### config.mk
export PLATFORM = sky130hd
export DESIGN_NAME = div_issue_queue_flat
export DESIGN_NICKNAME = d
export VERILOG_FILES = /design/src/rtl/div_issue_queue_if.sv /design/src/rtl/div_issue_queue.sv /design/src/flat_wrapper.sv
export SDC_FILE = /design/constraint.sdc
export NUM_CORES = 1
export LEC_CHECK = 0
export ABC_AREA = 1
export CAP_MARGIN = 20
export CORE_AREA = 2 2 111 113
export CTS_CLUSTER_DIAMETER = 30
export CTS_CLUSTER_SIZE = 12
export DETAILED_ROUTE_END_ITERATION = 7
export DIE_AREA = 0 0 113 115
export PLACE_DENSITY = 0.91
export SETUP_SLACK_MARGIN = 0.15
export SLEW_MARGIN = 20
export SYNTH_ARGS = -nofsm -noshare
export SYNTH_HDL_FRONTEND = slang
export SYNTH_SLANG_ARGS = --single-unit
### constraint.sdc
create_clock -name clk -period 3.36 [get_ports clk]
set_clock_uncertainty 0.05 [all_clocks]
set_input_delay 0.336 -clock clk [delete_from_list [all_inputs] [get_ports clk]]
set_output_delay 0.336 -clock clk [all_outputs]
set_load 0.1 [all_outputs]
### src/rtl/div_issue_queue_if.sv
// div_issue_queue_if: shared entry type plus the bundle of dispatch, CDB and
// divider-side signals around the divide issue queue.
//
// div_iq_pkg
//   P_WIDTH : physical register tag width
//   RS_t    : divide/remainder reservation entry
//
// div_issue_queue_if #(DEPTH)
//   flush, dispatch_valid, dispatch_entry, dispatch_rs1_ready,
//   dispatch_rs2_ready, cdb_valid, cdb_paddr, div_idle  -> into the queue
//   dispatch_ready, start, DIV_RS_next, count           -> out of the queue
//   modport master : the queue's view
//   modport slave  : the surrounding pipeline's view (dispatch, CDB, divider)
//
// Handshakes:
//   dispatch : an entry moves when dispatch_valid && dispatch_ready at the
//              clock edge; dispatch_ready depends only on registered state.
//   divider  : the divider takes DIV_RS_next when start is high at the edge;
//              start is only raised while div_idle is high, and div_idle
//              drops the cycle after start, so start is a one-cycle pulse.
package div_iq_pkg;
   localparam int P_WIDTH = 6;

   typedef struct packed {
      logic               valid;
      logic [1:0]         op;        // div, divu, rem, remu
      logic [P_WIDTH-1:0] rd_paddr;
      logic               rs1_use;
      logic [P_WIDTH-1:0] rs1_paddr;
      logic               rs2_use;
      logic [P_WIDTH-1:0] rs2_paddr;
   } RS_t;
endpackage

interface div_issue_queue_if #(
   parameter int DEPTH = 4
);
   import div_iq_pkg::*;

   logic                       flush;
   logic                       dispatch_valid;
   RS_t                        dispatch_entry;
   logic                       dispatch_rs1_ready;
   logic                       dispatch_rs2_ready;
   logic                       dispatch_ready;
   logic                       cdb_valid;
   logic [P_WIDTH-1:0]         cdb_paddr;
   logic                       div_idle;
   logic                       start;
   RS_t                        DIV_RS_next;
   logic [$clog2(DEPTH+1)-1:0] count;

   modport master (
      input  flush, dispatch_valid, dispatch_entry, dispatch_rs1_ready,
             dispatch_rs2_ready, cdb_valid, cdb_paddr, div_idle,
      output dispatch_ready, start, DIV_RS_next, count
   );

   modport slave (
      output flush, dispatch_valid, dispatch_entry, dispatch_rs1_ready,
             dispatch_rs2_ready, cdb_valid, cdb_paddr, div_idle,
      input  dispatch_ready, start, DIV_RS_next, count
   );
endinterface

### src/rtl/div_issue_queue.sv
// div_issue_queue: age-ordered issue queue in front of the sequential divider.
// Holds up to DEPTH entries in a collapsing array (slot 0 = oldest), tracks
// operand readiness from CDB wakeups, and pulses start with the oldest ready
// entry whenever the divider reports idle.
//
// Ports:
//   clk  : clock
//   rst  : synchronous, active-high reset
//   bus  : div_issue_queue_if.master (dispatch, CDB, divider handshake, count)
//
// Optional feature: define DIV_IQ_BYPASS_EN to let a fully ready dispatch
// issue in the same cycle without occupying a slot when the queue has no
// ready entry and the divider is idle.
module div_issue_queue
   import div_iq_pkg::*;
#(
   parameter int DEPTH = 4
) (
   input  logic              clk,
   input  logic              rst,
   div_issue_queue_if.master bus
);

   localparam int CW = $clog2(DEPTH + 1);

   typedef struct packed {
      RS_t  entry;
      logic r1_rdy;
      logic r2_rdy;
   } slot_t;

   slot_t            slot_q [DEPTH];
   slot_t            slot_d [DEPTH];
   slot_t            slot_w [DEPTH];   // slot contents with this cycle's wakeup applied
   logic [CW-1:0]    count_q;
   logic [CW-1:0]    count_d;

   logic             cdb_hit;
   logic [DEPTH-1:0] rdy;
   logic             any_rdy;
   int               sel;
   logic             issue_sel;        // queue slot leaves this cycle
   logic             byp;              // dispatch goes straight to the divider
   logic             enq;
   int               enq_idx;
   logic             disp_r1;
   logic             disp_r2;
   logic             dispatch_ready_w;
   RS_t              issue_entry;

   always_comb begin
      cdb_hit          = bus.cdb_valid && (bus.cdb_paddr != '0);
      dispatch_ready_w = int'(count_q) < DEPTH;
      rdy              = '0;
      sel              = 0;

      // Readiness uses only registered bits: a wakeup this cycle makes the
      // entry issuable next cycle, never in the same one.
      for (int i = 0; i < DEPTH; i++) begin
         slot_w[i] = slot_q[i];
         if (cdb_hit && slot_q[i].entry.rs1_use &&
             slot_q[i].entry.rs1_paddr == bus.cdb_paddr)
            slot_w[i].r1_rdy = 1'b1;
         if (cdb_hit && slot_q[i].entry.rs2_use &&
             slot_q[i].entry.rs2_paddr == bus.cdb_paddr)
            slot_w[i].r2_rdy = 1'b1;
         rdy[i] = (i < int'(count_q)) &&
                  (!slot_q[i].entry.rs1_use || slot_q[i].r1_rdy) &&
                  (!slot_q[i].entry.rs2_use || slot_q[i].r2_rdy);
      end

      // Scan downward so the lowest ready index (oldest) wins.
      for (int i = DEPTH - 1; i >= 0; i--) begin
         if (rdy[i]) sel = i;
      end
      any_rdy   = |rdy;
      issue_sel = bus.div_idle && any_rdy && !bus.flush && !rst;

      // The entry being dispatched also sees the CDB broadcast of this cycle.
      disp_r1 = bus.dispatch_rs1_ready ||
                (cdb_hit && bus.dispatch_entry.rs1_use &&
                 bus.dispatch_entry.rs1_paddr == bus.cdb_paddr);
      disp_r2 = bus.dispatch_rs2_ready ||
                (cdb_hit && bus.dispatch_entry.rs2_use &&
                 bus.dispatch_entry.rs2_paddr == bus.cdb_paddr);

`ifdef DIV_IQ_BYPASS_EN
      // Bypass readiness deliberately ignores the same-cycle CDB match.
      byp = bus.dispatch_valid && dispatch_ready_w && !any_rdy &&
            bus.div_idle && !bus.flush && !rst &&
            (!bus.dispatch_entry.rs1_use || bus.dispatch_rs1_ready) &&
            (!bus.dispatch_entry.rs2_use || bus.dispatch_rs2_ready);
`else
      byp = 1'b0;
`endif

      issue_entry = '0;
      if (issue_sel) begin
         issue_entry       = slot_q[sel].entry;
         issue_entry.valid = 1'b1;
      end else if (byp) begin
         issue_entry       = bus.dispatch_entry;
         issue_entry.valid = 1'b1;
      end

      enq     = bus.dispatch_valid && dispatch_ready_w && !bus.flush && !byp;
      enq_idx = int'(count_q) - (issue_sel ? 1 : 0);

      // Collapse: slots at or above the issued one take their upper
      // neighbour, carrying the wakeup applied this cycle.
      for (int i = 0; i < DEPTH - 1; i++) begin
         slot_d[i] = slot_w[i];
         if (issue_sel && i >= sel) slot_d[i] = slot_w[i + 1];
      end
      slot_d[DEPTH-1] = slot_w[DEPTH-1];
      if (issue_sel) slot_d[DEPTH-1] = '0;

      if (enq) begin
         for (int i = 0; i < DEPTH; i++) begin
            if (i == enq_idx) begin
               slot_d[i].entry       = bus.dispatch_entry;
               slot_d[i].entry.valid = 1'b1;
               slot_d[i].r1_rdy      = disp_r1;
               slot_d[i].r2_rdy      = disp_r2;
            end
         end
      end

      count_d = count_q;
      if (enq && !issue_sel)      count_d = count_q + CW'(1);
      else if (!enq && issue_sel) count_d = count_q - CW'(1);

      // Flush drops everything, including a same-cycle dispatch.
      if (bus.flush) begin
         count_d = '0;
         for (int i = 0; i < DEPTH; i++) slot_d[i] = '0;
      end
   end

   always_ff @(posedge clk) begin
      if (rst) begin
         count_q <= '0;
         for (int i = 0; i < DEPTH; i++) slot_q[i] <= '0;
      end else begin
         count_q <= count_d;
         for (int i = 0; i < DEPTH; i++) slot_q[i] <= slot_d[i];
      end
   end

   assign bus.start          = issue_sel || byp;
   assign bus.DIV_RS_next    = issue_entry;
   assign bus.count          = count_q;
   assign bus.dispatch_ready = dispatch_ready_w;

endmodule
### src/flat_wrapper.sv
// flat-port wrapper written by rule: the top's interface ports become plain ports
module div_issue_queue_flat import div_iq_pkg::*;
#(
   parameter int DEPTH = 4
)
  (clk, rst, bus_flush, bus_dispatch_valid, bus_dispatch_entry, bus_dispatch_rs1_ready, bus_dispatch_rs2_ready, bus_cdb_valid, bus_cdb_paddr, bus_div_idle, bus_dispatch_ready, bus_start, bus_DIV_RS_next, bus_count);
  div_issue_queue_if #(.DEPTH(DEPTH)) bus_i ();
  input  logic clk;
  input  logic rst;
  input wire logic [$bits(bus_i.flush)-1:0] bus_flush;
  input wire logic [$bits(bus_i.dispatch_valid)-1:0] bus_dispatch_valid;
  input wire logic [$bits(bus_i.dispatch_entry)-1:0] bus_dispatch_entry;
  input wire logic [$bits(bus_i.dispatch_rs1_ready)-1:0] bus_dispatch_rs1_ready;
  input wire logic [$bits(bus_i.dispatch_rs2_ready)-1:0] bus_dispatch_rs2_ready;
  input wire logic [$bits(bus_i.cdb_valid)-1:0] bus_cdb_valid;
  input wire logic [$bits(bus_i.cdb_paddr)-1:0] bus_cdb_paddr;
  input wire logic [$bits(bus_i.div_idle)-1:0] bus_div_idle;
  output wire logic [$bits(bus_i.dispatch_ready)-1:0] bus_dispatch_ready;
  output wire logic [$bits(bus_i.start)-1:0] bus_start;
  output wire logic [$bits(bus_i.DIV_RS_next)-1:0] bus_DIV_RS_next;
  output wire logic [$bits(bus_i.count)-1:0] bus_count;
  assign bus_i.flush = bus_flush;
  assign bus_i.dispatch_valid = bus_dispatch_valid;
  assign bus_i.dispatch_entry = bus_dispatch_entry;
  assign bus_i.dispatch_rs1_ready = bus_dispatch_rs1_ready;
  assign bus_i.dispatch_rs2_ready = bus_dispatch_rs2_ready;
  assign bus_i.cdb_valid = bus_cdb_valid;
  assign bus_i.cdb_paddr = bus_cdb_paddr;
  assign bus_i.div_idle = bus_div_idle;
  assign bus_dispatch_ready = bus_i.dispatch_ready;
  assign bus_start = bus_i.start;
  assign bus_DIV_RS_next = bus_i.DIV_RS_next;
  assign bus_count = bus_i.count;
  div_issue_queue #(.DEPTH(DEPTH)) u_core (.clk(clk), .rst(rst), .bus(bus_i));
endmodule
**Met1 routing**

Scale bar: 20 um.
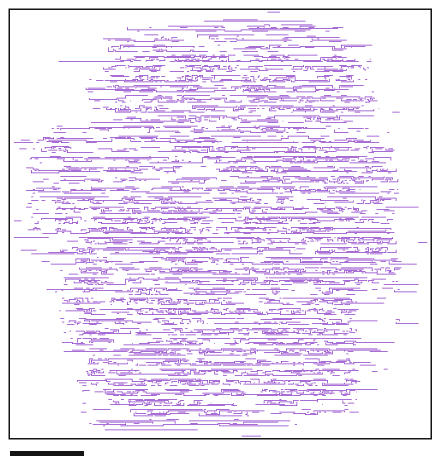
wire length on this layer = 8500 um
main direction = horizontal
longest straight run = 30.1 um
share of all routed wire = 38%

**M2 wires**

Scale bar: 20 um.
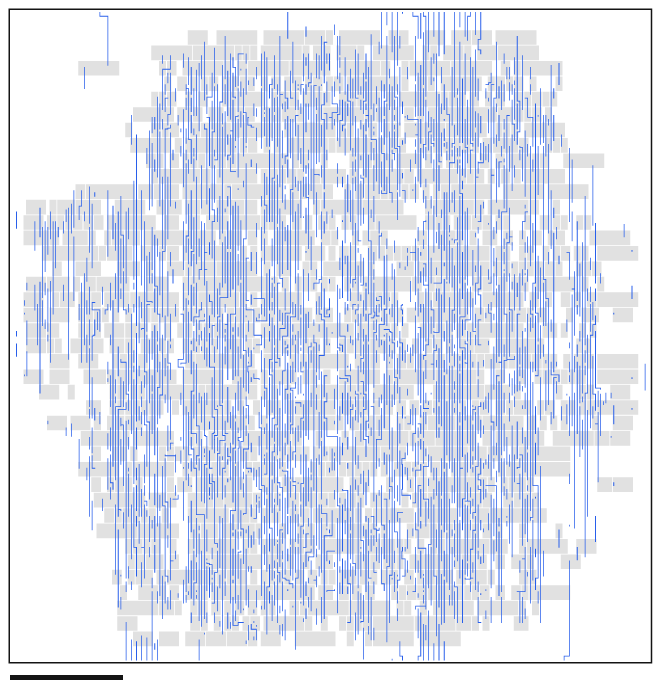
longest straight run = 56.1 um
wire length on this layer = 9910 um
share of all routed wire = 45%
main direction = vertical
final wirelength: 22300 um
detailed-route via count: 7807
met2 global-route usage: 54.0%

**Signal wires on met3**

Scale bar: 20 um.
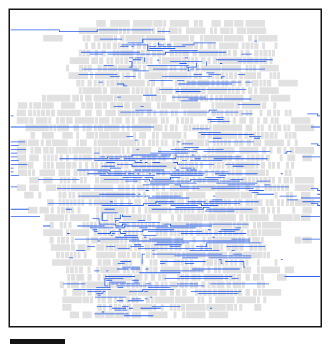
nets with wire on the layer = 164
wire length on this layer = 2860 um
longest straight run = 51.8 um
main direction = horizontal
met3 capacity usage during global routing: 7.43%

**Metal 4**

Scale bar: 20 um.
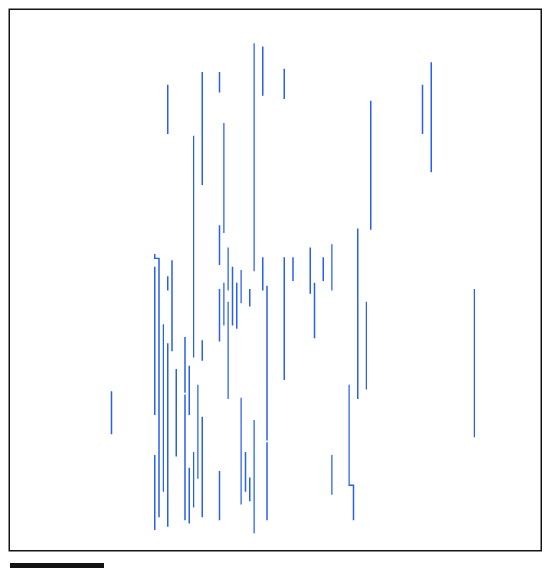
share of all routed wire = 4.4%
nets with wire on the layer = 44
main direction = vertical
longest straight run = 55.0 um
wire length on this layer = 980 um

==> flow_summary.toml <==
# flow metrics
[status]
run_status = "finished with violations"
failing_checks = "design-rule violations"

[worst_hold_path]
hold_path.class = "reg2reg"

[synth]
synth_top_cell_by_area = "sky130_fd_sc_hd__dfxtp_1"
postSynthNetCount = 1169
number_of_cells_in_yosys_stat = 1125
common_cells = "sky130_fd_sc_hd__nand2_1, sky130_fd_sc_hd__nor2_1, sky130_fd_sc_hd__inv_1"
netlist.top_cell.by_instances = "sky130_fd_sc_hd__nand2_1"
synth.area.top_cells = "sky130_fd_sc_hd__dfxtp_1, sky130_fd_sc_hd__nand2_1, sky130_fd_sc_hd__nor2_1"
number_of_distinct_standard_cells_referenced_by_the_synthesized_netlist = 39
number_of_warnings_issued_by_yosys = 0

[place]
detailedPlacementHpwl_um = 13800
post-place-cells = 1288

[drt]
drc = 4
initialDrtViolationCount = 1173
route.detailed.wl_per_inst_um = 17.1

[critical_path]
critical-path-max-stage-delay_ns = 0.57
worst-path-max-fanout = 24
setup.worst_path.end_class = "flip-flop"
path_delay_family = "simple AND/OR/NAND/NOR gates"
timing.critical_path.buf_inv = 1
rr_worst_depth = 17
worst-path-stages = 17
cp.arrival_ns = 3.33

[power_and_ir_drop]
seqPwrFrac_pct = 39.6
share_of_power_burned_in_combinational_logic_pct = 21.1
sw_frac_of_total_pct = 30.6

[cts]
path_clk_slew_ns = 0.07
cts_buffers = 9
cts_tree = "built"
clock-sinks = 99

[timing]
unrepaired_setup_endpoints_after_global_routing = "true"
setup_violations = 0
slew_viol_final = 0
final.hold.worst_slack_ns = 0.434

[floorplanning]
num_rows = 40
initial_core_util_pct = 58.0
floorplan.die_area_um2 = 13000

[global_routing]
grt_start_max_net_pins = 76
gr-usage-all-layers_pct = 34.0
grt.busiest_layer = "met2"
antenna_found_initial = 0
grt_first_pass_wirelength_um = 35500
met1_capacity_usage_during_global_routing_pct = 43.4

[run]
warnings = 30

[layout]
logic_area_um2 = 3950
area.growth.synth_to_final_pct = 18.3
power by group through the flow:
stage          combinational [mW]  clock (mW)  sequential, mW
6_report                    0.648        1.21            1.21
5_1_grt                     0.694        1.24            1.22
4_1_cts                     0.630        1.19            1.21
3_5_place_dp                0.622           0            1.24
3_3_place_gp                0.608           0            1.24
2_1_floorplan               0.437           0            1.25
cell families (layout without fill, tap and decap cells):
logic type	Yosys count	in the layout	synth area share [%]
AND-OR/OR-AND	253	253	20.7
XOR/XNOR	14	14	1.79
adder cells (fa/ha/maj)	7	7	1.28
buffers and inverters	219	251	14.2
flip-flops	99	99	28.9
AND/OR/NAND/NOR	533	533	33.1
layout make-up:
| type | instances | area share, % |
|---|---|---|
| multi-input cells | 807 | 48.7 |
| flip-flops and latches | 99 | 24.6 |
| repair buffers | 84 | 13.0 |
| inverters | 151 | 7.12 |
| clock buffers | 13 | 3.46 |
| well taps | 147 | 2.27 |
| clock inverters | 3 | 0.833 |
sequential cells by signal (all words and copies together) (netlist names):
signal / cells
u_core.bus.count: 3
u_core.slot_q: 96
repair_timing:
| action | CTS | global route |
|---|---|---|
| hold buffers | 0 | 0 |
| setup endpoints to repair | 0 | 19 |
| endpoints found under the hold margin | 0 | 0 |
| resized | 0 | 2 |
layout by cell type (no fill, tap or decap), drive strengths merged:
cell	netlist	routed
xnor2	9	9
o21ai	155	155
nand4	8	8
ha	7	7
o21bai	22	22
xor2	5	5
nand3	76	76
a21oi	59	59
nor3	7	7
nand2	278	278
buf	42	45
or2	2	2
bufinv	0	2
clkbuf	26	13
clkinvlp	0	1
nor2	161	161
clkdlybuf4s50	0	39
o211ai	8	8
a21boi	1	1
o22ai	8	8
inv	151	151
dfxtp	99	99
nand3b	1	1
worst max-delay path by stage:
| stage | startpoint | endpoint | slack [ns] |
|---|---|---|---|
| global route | u_core.bus.count[1] | u_core.slot_q[3][9] | 0.1 |
| CTS | u_core.bus.count[1] | u_core.slot_q[2][6] | 0.28 |
| floorplan | u_core.bus.count[2] | u_core.slot_q[0][11] | 0.16 |
| finish | u_core.bus.count[1] | u_core.slot_q[3][9] | 0.25 |
| detailed placement | bus_flush | u_core.slot_q[2][16] | -0.005 |
| global placement | bus_flush | u_core.slot_q[2][22] | 0.1 |
through the flow:
step	total power, mW	cell area (um^2)
detailed placement	1.86	7760
global route	3.15	8110
CTS	3.04	8100
global placement	1.85	7760
floorplan	1.69	6930
finish	3.07	8110
layer usage:
metal / share of wire (%) / vias up
li1: - / 3614
met1: 38 / 3481
met2: 45 / 587
met3: 13 / 125
met4: 4.4 / 0
met5: 0 / -
tightest hold or removal path: stages (launching register included):
cell and delay (ns):
sky130_fd_sc_hd__dfxtp_1 0.32, sky130_fd_sc_hd__nand2_1 0.06, sky130_fd_sc_hd__a21oi_1 0.05
Power figures rest on the tool's default switching activity, not on a simulated workload.
